File: src/rtl/uks_channel_demux_pkg.sv
// ============================================================================
// uks_channel_demux_pkg : shared widths, defaults and decode types (rev 1.0)
// ============================================================================
`default_nettype none

package uks_channel_demux_pkg;

    localparam int MSB_DATA  = 15;
    localparam int MSB_ADDR  = 7;
    localparam int MSB_TIMER = 31;
    localparam int MSB_LED   = 4;

    localparam int ONE_CNT_OPER    = 500_000;
    localparam int DEF_N_CH        = 16;
    localparam int DEF_ADDR_W      = MSB_ADDR + 1;
    localparam int DEF_TICK_CYCLES = ONE_CNT_OPER;
    localparam logic [MSB_ADDR:0] DEF_BCAST_ADDR = '1;

    localparam int LED_HB    = 0;
    localparam int LED_STALE = 1;
    localparam int LED_ERR   = 2;

    localparam int ERR_CNT_W = 8;
    localparam int AGE_W     = 16;

    // A single channel still needs a one-bit select.
    function automatic int ch_idx_w(input int n);
        return (n > 1) ? $clog2(n) : 1;
    endfunction

    localparam int CH_IDX_W = ch_idx_w(DEF_N_CH);

    typedef enum logic [1:0] {
        DEC_NONE  = 2'd0,
        DEC_CHAN  = 2'd1,
        DEC_BCAST = 2'd2,
        DEC_ERR   = 2'd3
    } dec_kind_e;

endpackage

`default_nettype wire

File: src/rtl/uks_channel_demux_if.sv
// ============================================================================
// uks_channel_demux_if : addressed-word valid/ready bus (rev 1.0)
// ============================================================================
`default_nettype none

interface uks_channel_demux_if
    import uks_channel_demux_pkg::*;
#(
    parameter int ADDR_W = DEF_ADDR_W,
    parameter int DATA_W = MSB_DATA + 1
) ();

    logic              s_valid;
    logic              s_ready;
    logic [ADDR_W-1:0] s_addr;
    logic [DATA_W-1:0] s_data;

    modport master (output s_valid, output s_addr, output s_data, input  s_ready);
    modport slave  (input  s_valid, input  s_addr, input  s_data, output s_ready);

endinterface

`default_nettype wire

File: src/rtl/uks_tick_gen.sv
// ============================================================================
// uks_tick_gen : free-running tick, one pulse every TICK_CYCLES clocks (rev 1.0)
// ============================================================================
`default_nettype none

module uks_tick_gen
    import uks_channel_demux_pkg::*;
#(
    parameter int TICK_CYCLES = DEF_TICK_CYCLES
) (
    input  logic clk,
    input  logic rst_n,
    output logic tick
);

    localparam logic [MSB_TIMER:0] C_LAST = (MSB_TIMER + 1)'(TICK_CYCLES - 1);
    localparam logic [MSB_TIMER:0] C_ONE  = (MSB_TIMER + 1)'(1);

    logic [MSB_TIMER:0] r_cnt;

    assign tick = (r_cnt == C_LAST);

    always_ff @(posedge clk or negedge rst_n) begin
        if (!rst_n) begin
            r_cnt <= '0;
        end else if (tick) begin
            r_cnt <= '0;
        end else begin
            r_cnt <= r_cnt + C_ONE;
        end
    end

endmodule

`default_nettype wire

File: src/rtl/uks_channel_demux.sv
// ============================================================================
// uks_channel_demux : routes addressed words to N_CH holding registers (rev 1.0)
// ============================================================================
`default_nettype none

module uks_channel_demux
    import uks_channel_demux_pkg::*;
#(
    parameter int                N_CH          = DEF_N_CH,
    parameter int                DATA_W        = MSB_DATA + 1,
    parameter int                ADDR_W        = MSB_ADDR + 1,
    parameter int                CH_BASE       = 0,
    parameter logic [ADDR_W-1:0] BCAST_ADDR    = '1,
    parameter int                TICK_CYCLES   = DEF_TICK_CYCLES,
    parameter int                TIMEOUT_TICKS = 100,
    parameter int                LED_W         = MSB_LED + 1
) (
    input  logic                   clk,
    input  logic                   rst_n,
    input  logic                   en,
    uks_channel_demux_if.slave     s_if,
    output logic [N_CH*DATA_W-1:0] ch_data,
    output logic [N_CH-1:0]        ch_stb,
    output logic [N_CH-1:0]        ch_stale,
    output logic                   err_addr,
    output logic [ERR_CNT_W-1:0]   err_cnt,
    output logic [LED_W-1:0]       led
);

    localparam int                IDX_W     = ADDR_W + 1;
    localparam int                IDX_SEL_W = ch_idx_w(N_CH);
    localparam logic [AGE_W-1:0]  C_AGE_MAX = AGE_W'(TIMEOUT_TICKS);

    logic                            r_v1;
    logic [ADDR_W-1:0]               r_a1;
    logic [DATA_W-1:0]               r_d1;
    logic [N_CH-1:0][DATA_W-1:0]     r_data;
    logic [N_CH-1:0]                 r_stb;
    logic [N_CH-1:0]                 r_stale;
    logic [N_CH-1:0][AGE_W-1:0]      r_age;
    logic                            r_err;
    logic [ERR_CNT_W-1:0]            r_err_cnt;
    logic                            r_sticky;
    logic                            r_hb;

    logic                            w_xfer;
    logic                            w_tick;
    logic [IDX_W-1:0]                w_idx;
    dec_kind_e                       w_kind;
    logic [N_CH-1:0]                 w_wr;
    logic [N_CH-1:0][AGE_W-1:0]      w_age_nxt;

    assign s_if.s_ready = en;
    assign w_xfer       = s_if.s_valid & en;

    uks_tick_gen #(.TICK_CYCLES(TICK_CYCLES)) u_tick (
        .clk   (clk),
        .rst_n (rst_n),
        .tick  (w_tick)
    );

    always_ff @(posedge clk or negedge rst_n) begin
        if (!rst_n) begin
            r_v1 <= 1'b0;
            r_a1 <= '0;
            r_d1 <= '0;
        end else begin
            r_v1 <= w_xfer;
            if (w_xfer) begin
                r_a1 <= s_if.s_addr;
                r_d1 <= s_if.s_data;
            end
        end
    end

    // Extra index bit turns addresses below CH_BASE into a negative result.
    assign w_idx = {1'b0, r_a1} - IDX_W'(CH_BASE);

    always_comb begin
        w_kind = DEC_NONE;
        w_wr   = '0;
        if (r_v1) begin
            if (r_a1 == BCAST_ADDR) begin
                w_kind = DEC_BCAST;
                w_wr   = '1;
            end else if (!w_idx[IDX_W-1] && (w_idx < IDX_W'(N_CH))) begin
                w_kind = DEC_CHAN;
                w_wr[w_idx[IDX_SEL_W-1:0]] = 1'b1;
            end else begin
                w_kind = DEC_ERR;
            end
        end
    end

    always_comb begin
        for (int i = 0; i < N_CH; i++) begin
            w_age_nxt[i] = r_age[i];
            if (w_wr[i]) begin
                w_age_nxt[i] = '0;
            end else if (w_tick && (r_age[i] != C_AGE_MAX)) begin
                w_age_nxt[i] = r_age[i] + AGE_W'(1);
            end
        end
    end

    always_ff @(posedge clk or negedge rst_n) begin
        if (!rst_n) begin
            r_data  <= '0;
            r_stb   <= '0;
            r_age   <= '0;
            r_stale <= '0;
        end else begin
            r_stb <= w_wr;
            r_age <= w_age_nxt;
            for (int i = 0; i < N_CH; i++) begin
                if (w_wr[i]) begin
                    r_data[i] <= r_d1;
                end
                r_stale[i] <= (w_age_nxt[i] == C_AGE_MAX);
            end
        end
    end

    always_ff @(posedge clk or negedge rst_n) begin
        if (!rst_n) begin
            r_err     <= 1'b0;
            r_err_cnt <= '0;
            r_sticky  <= 1'b0;
            r_hb      <= 1'b0;
        end else begin
            r_err <= (w_kind == DEC_ERR);
            if (w_kind == DEC_ERR) begin
                r_sticky <= 1'b1;
                if (r_err_cnt != '1) begin
                    r_err_cnt <= r_err_cnt + ERR_CNT_W'(1);
                end
            end
            if (w_tick) begin
                r_hb <= ~r_hb;
            end
        end
    end

    assign ch_data  = r_data;
    assign ch_stb   = r_stb;
    assign ch_stale = r_stale;
    assign err_addr = r_err;
    assign err_cnt  = r_err_cnt;

    always_comb begin
        led            = '0;
        led[LED_HB]    = r_hb;
        led[LED_STALE] = |r_stale;
        led[LED_ERR]   = r_sticky;
    end

endmodule

`default_nettype wire

File: src/flat_wrapper.sv
// flat-port wrapper written by rule: the top's interface ports become plain ports
module uks_channel_demux_flat import uks_channel_demux_pkg::*;
#(
    parameter int                N_CH          = DEF_N_CH,
    parameter int                DATA_W        = MSB_DATA + 1,
    parameter int                ADDR_W        = MSB_ADDR + 1,
    parameter int                CH_BASE       = 0,
    parameter logic [ADDR_W-1:0] BCAST_ADDR    = '1,
    parameter int                TICK_CYCLES   = DEF_TICK_CYCLES,
    parameter int                TIMEOUT_TICKS = 100,
    parameter int                LED_W         = MSB_LED + 1
)
  (clk, rst_n, en, ch_data, ch_stb, ch_stale, err_addr, err_cnt, led, s_if_s_valid, s_if_s_addr, s_if_s_data, s_if_s_ready);
  uks_channel_demux_if #(.ADDR_W(ADDR_W), .DATA_W(DATA_W)) s_if_i ();
  input  logic clk;
  input  logic rst_n;
  input  logic en;
  output logic [N_CH*DATA_W-1:0] ch_data;
  output logic [N_CH-1:0] ch_stb;
  output logic [N_CH-1:0] ch_stale;
  output logic err_addr;
  output logic [ERR_CNT_W-1:0] err_cnt;
  output logic [LED_W-1:0] led;
  input wire logic [$bits(s_if_i.s_valid)-1:0] s_if_s_valid;
  input wire logic [$bits(s_if_i.s_addr)-1:0] s_if_s_addr;
  input wire logic [$bits(s_if_i.s_data)-1:0] s_if_s_data;
  output wire logic [$bits(s_if_i.s_ready)-1:0] s_if_s_ready;
  assign s_if_i.s_valid = s_if_s_valid;
  assign s_if_i.s_addr = s_if_s_addr;
  assign s_if_i.s_data = s_if_s_data;
  assign s_if_s_ready = s_if_i.s_ready;
  uks_channel_demux #(.N_CH(N_CH), .DATA_W(DATA_W), .ADDR_W(ADDR_W), .CH_BASE(CH_BASE), .BCAST_ADDR(BCAST_ADDR), .TICK_CYCLES(TICK_CYCLES), .TIMEOUT_TICKS(TIMEOUT_TICKS), .LED_W(LED_W)) u_core (.clk(clk), .rst_n(rst_n), .en(en), .s_if(s_if_i), .ch_data(ch_data), .ch_stb(ch_stb), .ch_stale(ch_stale), .err_addr(err_addr), .err_cnt(err_cnt), .led(led));
endmodule
File: config.mk
export PLATFORM = sky130hd
export DESIGN_NAME = uks_channel_demux_flat
export DESIGN_NICKNAME = d
export VERILOG_FILES = /design/src/rtl/uks_channel_demux_pkg.sv /design/src/rtl/uks_channel_demux_if.sv /design/src/rtl/uks_tick_gen.sv /design/src/rtl/uks_channel_demux.sv /design/src/flat_wrapper.sv
export SDC_FILE = /design/constraint.sdc
export NUM_CORES = 1
export LEC_CHECK = 0
export ABC_AREA = 1
export ABC_CLOCK_PERIOD_IN_PS = 5700
export CAP_MARGIN = 20
export CORE_MARGIN = 1.5
export CORE_UTILIZATION = 64
export CTS_BUF_LIST = sky130_fd_sc_hd__clkbuf_4 sky130_fd_sc_hd__clkbuf_8
export DETAILED_ROUTE_END_ITERATION = 16
export GPL_ROUTABILITY_DRIVEN = 0
export PLACE_DENSITY = 0.88
export SLEW_MARGIN = 30
export SYNTH_ARGS = -nofsm -noshare
export SYNTH_HDL_FRONTEND = slang
export SYNTH_SLANG_ARGS = --single-unit
File: constraint.sdc
create_clock -name clk -period 5.7 [get_ports clk]
set_clock_uncertainty 0.05 [all_clocks]
set_input_delay 1.71 -clock clk [delete_from_list [all_inputs] [get_ports clk]]
set_output_delay 1.71 -clock clk [all_outputs]
set_load 0.05 [all_outputs]
==> git commit body <==
Record implementation results from latest flow run

* Main logic family after synthesis: simple AND/OR/NAND/NOR gates
- Quantity of gates resized following cts: 0
- Total standard cell area after synthesis: about 33,000 µm²
* Violation count after the first detailed-routing iteration: about 2,800
- GR Overflow Total: 0
* Internal Pwr Total: 7.573 mW
* Multiplexer share: 0.0003434
- For this run, the register share of the synthesized area comes to 0.4670.
- For hold timing, the worst endpoint is u_core.r_hb.
* WP data required: 3940 ps
- The number of cells reported by Yosys stat comes to around 4,700.
* Overall chip area: about 53,000 µm²
- Area Overhead vs Synth: 18.35%
* Combinational Area: approximately 14,000 µm²
- The number of antenna diodes in the final layout is 2.
- Cell total after placement: 5,544
- Walking the critical path from launch to capture passes 2 cell instances.
- Per the CTS log, the buffer count on the longest clock path is 3.
- Power per Cell Area: roughly 290 nW/µm²
- Count of library flops with an enable pin: 0
- The worst register-to-register path begins at u_core.u_tick.r_cnt[0].
* Part of the power in the clock network: 0.385
- Switching share of power: 0.3189
- The script parses the final routing iteration and logs DRC violations as 0.
- The class occupying the most area after layout is reported as registers.
- Via count of the first global-routing pass: between 30,000 and 40,000
- List of most frequent post-synthesis cells: sky130_fd_sc_hd__nand2_1, sky130_fd_sc_hd__inv_1, sky130_fd_sc_hd__dfrtp_1
* Synth Instances: between 4,000 and 5,000
- Switching component of the power: roughly 3.5 mW
- The final hold violation count recorded for this run is 0.
- Per the timing report, the achievable frequency comes out to approximately 210 MHz.
* Warning count from the yosys run: 0
- The slowest stage of the critical path is the sky130_fd_sc_hd__clkdlybuf4s50_1 cell.
- The timing report attributes the biggest portion of critical-path delay to buffers and inverters.
- Root Buffer: sky130_fd_sc_hd__clkbuf_8
- Combinational share of power: 0.182
- After detailed routing, the total wire length is around 92,000 µm.
- Row count: ~82
* Horizontal die dimension: 229.4 µm
- The routed layout has around 31,000 vias.
- 3,174 cells are multi-input combinational gates.
* Clock slew at reported path FFs: around 60 ps
- Number of hold-repair buffers added at the cts stage: 0
- The net count of the finished layout is roughly 5,000.
- Placement-stage cell area: ~36,000 µm²
* Setup slack at placement: about 960 ps
- At the worst endpoint, the arrival time is around 3000 ps.
- In this run the number of H-tree levels came out at 3.
* Count of non-CTS buffers in the layout: between 300 and 400
- Period minus WS final: between 4000 and 5000 ps
* Share of total power in sequential cells: 0.433
* Static leakage power: between 20 and 25 nW
* Estimated wirelength of the detail-placed design: 62,320 µm
- Of all nets on the critical path, the largest fanout is 2.
* Number of distinct standard cells referenced by the synthesized netlist: 35
* FFs w/ async S/R, synth: 1.000
- The fraction of final cell area spent on non-clock buffers in this run is 0.09335.
* Maximum vdd drop: approximately 0.31 mV
- Number of warning messages in the logs: roughly 45
- Max Transition Viols Final: 0
* Critical path's largest stage delay: around 800 ps
- The capture point of the critical path was reported as s_if_s_ready.
- The most critical min-delay path falls under flip-flop to flip-flop.
* Clock buffer count in the final layout: ~160
- Kind of critical path: input pin to output port
- Wire length of the first global-routing pass: between 150,000 and 200,000 µm
- The worst pin sits at a relative slew slack of 0.3481.
- Yosys stat chip area: ~33,000 µm²
- Initial antenna violation count: 2
* Via density per instance: about 5.5
- Most popular library cell in the synthesized design by count: sky130_fd_sc_hd__nand2_1
- Most frequent logic cells in the routed design: sky130_fd_sc_hd__nand2_1, sky130_fd_sc_hd__inv_1, sky130_fd_sc_hd__dfrtp_1
- Worst R2R Path Depth: 12
* Final sum of negative setup slack: 0 ps
* Result of the run: finished, final reports clean
- Tap cell instance count: 672
- Per the repair_timing log after CTS, setup buffers inserted total 0.
- The capture point of the worst register-to-register path is recorded as u_core.ch_stale[14].
- Slack of the critical path: about 950 ps
* Setup violation total in the final timing report: 0
- Synth Register Bits: approximately 600
- Top cells by area in the synthesized netlist: sky130_fd_sc_hd__dfrtp_1, sky130_fd_sc_hd__nand2_1, sky130_fd_sc_hd__nand3_1
- Xor/xnor share: 0.01682
- The layout summary lists the proportion of cells stronger than drive strength 1 as 0.04826.
[metrics by stage]
| step | total power, mW | hold slack, ps |
|---|---|---|
| 6_report | 11.12 | 413.5 |
| 5_1_grt | 11.46 | 453.2 |
| 4_1_cts | 11.14 | 418.3 |
| 3_5_place_dp | 6.850 | 406.2 |
| 3_3_place_gp | 6.810 | 401.5 |
| 2_1_floorplan | 6.010 | 381.5 |
[routing by layer]
layer | vias to the layer above | track usage | wire, µm
met5 | - | 0 | 0
met4 | 0 | 0.1694 | 4488
met3 | 299 | 0.1104 | 8892
met2 | 1309 | 0.5687 | 42370
met1 | 14670 | 0.4343 | 36580
li1 | 15040 | - | -
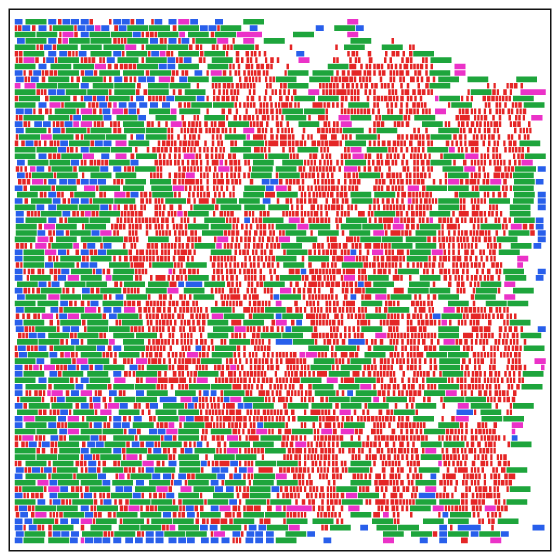
placement_by_type.png
- magenta: clock drivers and dummy loads (cells 183)
- blue: remaining buffers and delay cells (cells 360)
- red: combinational and other logic (cells 3,901)
- green: sequential cells (cells 612)

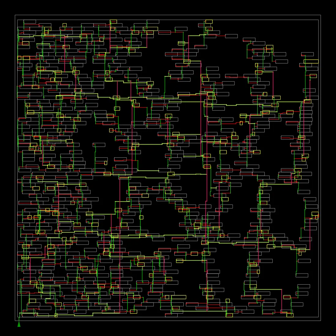
clocks.png
TritonCTS buffer count: 100
P_clk: 4.28 mW
clk latency late pin: 760 ps
count of sequential standard cells: 612
CTS sink count: 612

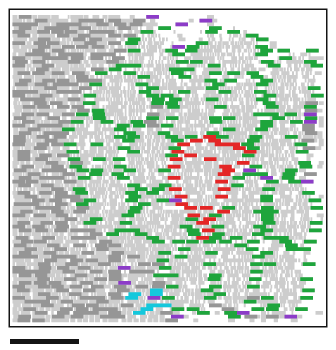
flops_by_reg.png
Scale bar: 50 µm. Other sequential cells in the stronger grey, the rest of the logic in the fainter grey.
- purple: u_core.ch_stb (sequential cells 16)
- green: u_core.r_age (sequential cells 256)
- red: u_core.u_tick.r_cnt (sequential cells 32)
- cyan: u_core.err_cnt (sequential cells 8; where bottom middle)
- not coloured: 300

Power is estimated from default activity; no workload was simulated.
